## src/rtl/lane_serializer_pkg.sv

```systemverilog
// Shared types and helpers for the lane serializer.
package lane_serializer_pkg;

  typedef enum logic [0:0] {
    IDLE  = 1'b0,
    SHIFT = 1'b1
  } state_e;

  // Number of slices emitted per channel word.
  function automatic int unsigned calc_beats(input int unsigned word_w,
                                             input int unsigned slice_w);
    return word_w / slice_w;
  endfunction

endpackage

```

## src/rtl/lane_serializer_slice_shifter.sv

```systemverilog
// One channel's load/shift register; presents the slice nearest the output end.
module slice_shifter #(
  parameter int unsigned WORD_W  = 32,
  parameter int unsigned SLICE_W = 8
) (
  input  logic               clk,
  input  logic               reset,
  input  logic               i_load,
  input  logic               i_shift,
  input  logic               i_msb_first,
  input  logic [WORD_W-1:0]  i_word,
  output logic [SLICE_W-1:0] o_slice
);

  logic [WORD_W-1:0] r_word;

  // Capture on load, otherwise move the next slice toward the output end and zero-fill.
  always_ff @(posedge clk) begin
    if (!reset) begin
      r_word <= '0;
    end else if (i_load) begin
      r_word <= i_word;
    end else if (i_shift) begin
      if (i_msb_first) begin
        r_word <= r_word << SLICE_W;
      end else begin
        r_word <= r_word >> SLICE_W;
      end
    end
  end

  // Output end is the top slice in MSB-first mode, the bottom slice otherwise.
  assign o_slice = i_msb_first ? r_word[WORD_W-1 -: SLICE_W] : r_word[SLICE_W-1:0];

endmodule

```

## src/rtl/lane_serializer.sv

```systemverilog
// Serializes NUM_CH parallel words into SLICE_W-wide beats, all channels in lockstep.
module lane_serializer
  import lane_serializer_pkg::*;
#(
  parameter int unsigned NUM_CH  = 4,
  parameter int unsigned WORD_W  = 32,
  parameter int unsigned SLICE_W = 8
) (
  input  logic                           clk,
  input  logic                           reset,
  input  logic                           in_valid,
  output logic                           in_ready,
  input  logic [NUM_CH-1:0][WORD_W-1:0]  in_data,
  input  logic                           in_msb_first,
  output logic                           out_valid,
  input  logic                           out_ready,
  output logic [NUM_CH*SLICE_W-1:0]      out_data,
  output logic                           out_last,
  output logic                           busy
);

  localparam int unsigned BEATS = calc_beats(WORD_W, SLICE_W);
  localparam int unsigned CNT_W = (BEATS > 1) ? $clog2(BEATS) : 1;
  localparam logic [CNT_W-1:0] LAST_CNT = CNT_W'(BEATS - 1);

  // Reject parameter sets that cannot be split into at least two whole slices.
  if (((WORD_W % SLICE_W) != 0) || (BEATS < 2) || (NUM_CH < 1)) begin : g_bad_params
    $error("lane_serializer: illegal NUM_CH/WORD_W/SLICE_W combination");
  end

  state_e               r_state;
  state_e               w_state_nxt;
  logic [CNT_W-1:0]     r_count;
  logic                 r_valid;
  logic                 r_msb_first;
  logic                 w_last;
  logic                 w_accept;
  logic                 w_in_ready;
  logic                 w_load;
  logic                 w_shift;
  logic [NUM_CH-1:0][SLICE_W-1:0] w_slice;

  assign w_last     = r_valid && (r_count == LAST_CNT);
  assign w_accept   = r_valid && out_ready;
  assign w_in_ready = (r_state == IDLE) || (w_accept && w_last);
  assign w_load     = in_valid && w_in_ready;
  assign w_shift    = w_accept && !w_load;

  // State register.
  always_ff @(posedge clk) begin
    if (!reset) begin
      r_state <= IDLE;
    end else begin
      r_state <= w_state_nxt;
    end
  end

  // Next state: stay in SHIFT across back-to-back loads.
  always_comb begin
    w_state_nxt = r_state;
    case (r_state)
      IDLE:    if (w_load) w_state_nxt = SHIFT;
      SHIFT:   if (w_accept && w_last && !w_load) w_state_nxt = IDLE;
      default: w_state_nxt = IDLE;
    endcase
  end

  // Beat counter, output-valid flag and the per-word ordering mode.
  always_ff @(posedge clk) begin
    if (!reset) begin
      r_count     <= '0;
      r_valid     <= 1'b0;
      r_msb_first <= 1'b0;
    end else if (w_load) begin
      r_count     <= '0;
      r_valid     <= 1'b1;
      r_msb_first <= in_msb_first;
    end else if (w_accept) begin
      if (w_last) begin
        r_count <= '0;
        r_valid <= 1'b0;
      end else begin
        r_count <= r_count + CNT_W'(1);
      end
    end
  end

  // One shift register per channel; the final shift of a word leaves it all-zero.
  for (genvar g = 0; g < NUM_CH; g++) begin : g_ch
    slice_shifter #(
      .WORD_W  (WORD_W),
      .SLICE_W (SLICE_W)
    ) u_shifter (
      .clk         (clk),
      .reset       (reset),
      .i_load      (w_load),
      .i_shift     (w_shift),
      .i_msb_first (r_msb_first),
      .i_word      (in_data[g]),
      .o_slice     (w_slice[g])
    );
  end

  assign in_ready  = w_in_ready;
  assign out_valid = r_valid;
  assign out_data  = w_slice;
  assign out_last  = w_last;
  assign busy      = (r_state == SHIFT);

endmodule
```

## config.mk

```make
export PLATFORM = sky130hd
export DESIGN_NAME = lane_serializer
export DESIGN_NICKNAME = d
export VERILOG_FILES = /design/src/rtl/lane_serializer_pkg.sv /design/src/rtl/lane_serializer_slice_shifter.sv /design/src/rtl/lane_serializer.sv
export SDC_FILE = /design/constraint.sdc
export NUM_CORES = 1
export LEC_CHECK = 0
export ABC_CLOCK_PERIOD_IN_PS = 3300
export CAP_MARGIN = 10
export CORE_AREA = 2 2 118 177
export CTS_CLUSTER_SIZE = 12
export DETAILED_ROUTE_END_ITERATION = 10
export DIE_AREA = 0 0 120 179
export PLACE_DENSITY = 0.66
export SETUP_SLACK_MARGIN = 0.1
export SYNTH_ARGS = -nofsm -noshare
export SYNTH_HDL_FRONTEND = slang
export SYNTH_HIERARCHICAL = 1
export SYNTH_SLANG_ARGS = --single-unit
```

## constraint.sdc

```tcl
create_clock -name clk -period 3.3 [get_ports clk]
set_clock_uncertainty 0.1 [all_clocks]
set_input_delay 0.99 -clock clk [delete_from_list [all_inputs] [get_ports clk]]
set_output_delay 0.99 -clock clk [all_outputs]
set_load 0.01 [all_outputs]
```

==> images/met1.png <==
Bar = 20 um. Supply wires on this layer in gray.
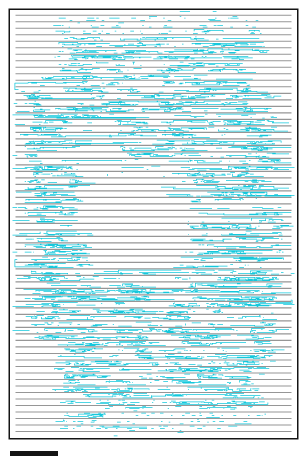
The layer carries 8,520 um of wire. The wires run mostly horizontal.
grt met1 use: 21.8%
via count: 6,458
drt total wl: 19,600 um

==> images/final_congestion.png <==
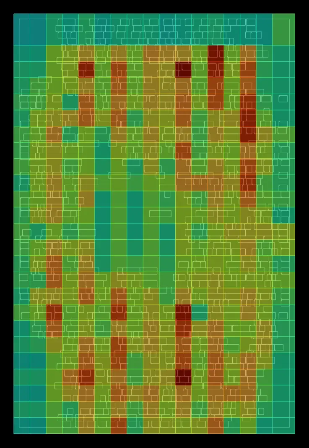
drt wl/cell: 16.3 um
M3 GR Usage: 3.40%
Top Usage Layer GRT: met2
Total Routing Usage GR: 18.1%

==> images/met2.png <==
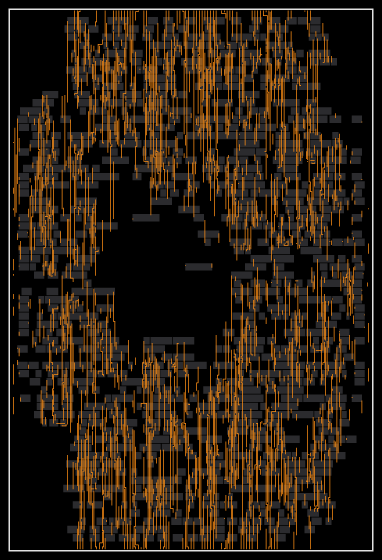
The longest straight run is 68.4 um. The layer carries 9,940 um of wire. The layer holds 51% of the routed length.
GR Util met2: 31.5%

==> results.cfg <==
; yosys + openroad results
[synth]
synthFlopType = dfxtp_1
fp_nets = 922
topCombFamilyByArea = simple AND/OR/NAND/NOR gates
avgSynthCellArea_um2 = 10.0
synth_cells = 788

[floorplanning]
coreArea_mm2 = 0.0201
chipArea_mm2 = 0.0215
ios = 169

[clock_network]
cts_hold_buf = 0
numCtsBuffers = 17
cts_tree = done

[layout]
seq_share_pct = 25.6
largest_register_ffs = 128
final_cells = 1202
buffers = 202
clock_area_share_pct = 5.90
top_register = g_ch.u_shifter/r_word
buffer_area_share_pct = 20.1

[setup_path]
crit_arrival_ns = 2.03
crit_type = reg -> out
endpoint_kind = output pin
cp_data_required_time_ns = 2.21
crit_chain = buf_12 > mux2_2 > clkdlybuf4s50_1
timing.critical_path.from = r_msb_first

[outcome]
outcome = complete, no violations

[power_and_ir_drop]
pg_seq_mw = 1.81
maxPowerGroup = clock
swShare_pct = 26.0
pg_clk_mw = 1.96

[route]
wl_met1_um = 8520
drcViolationCount = 0
routed_via_density = 5.37

[final_timing]
fin_crit_sh_pct = 94.6
setup_viol = 0

[placement]
placed_area_mm2 = 0.00978
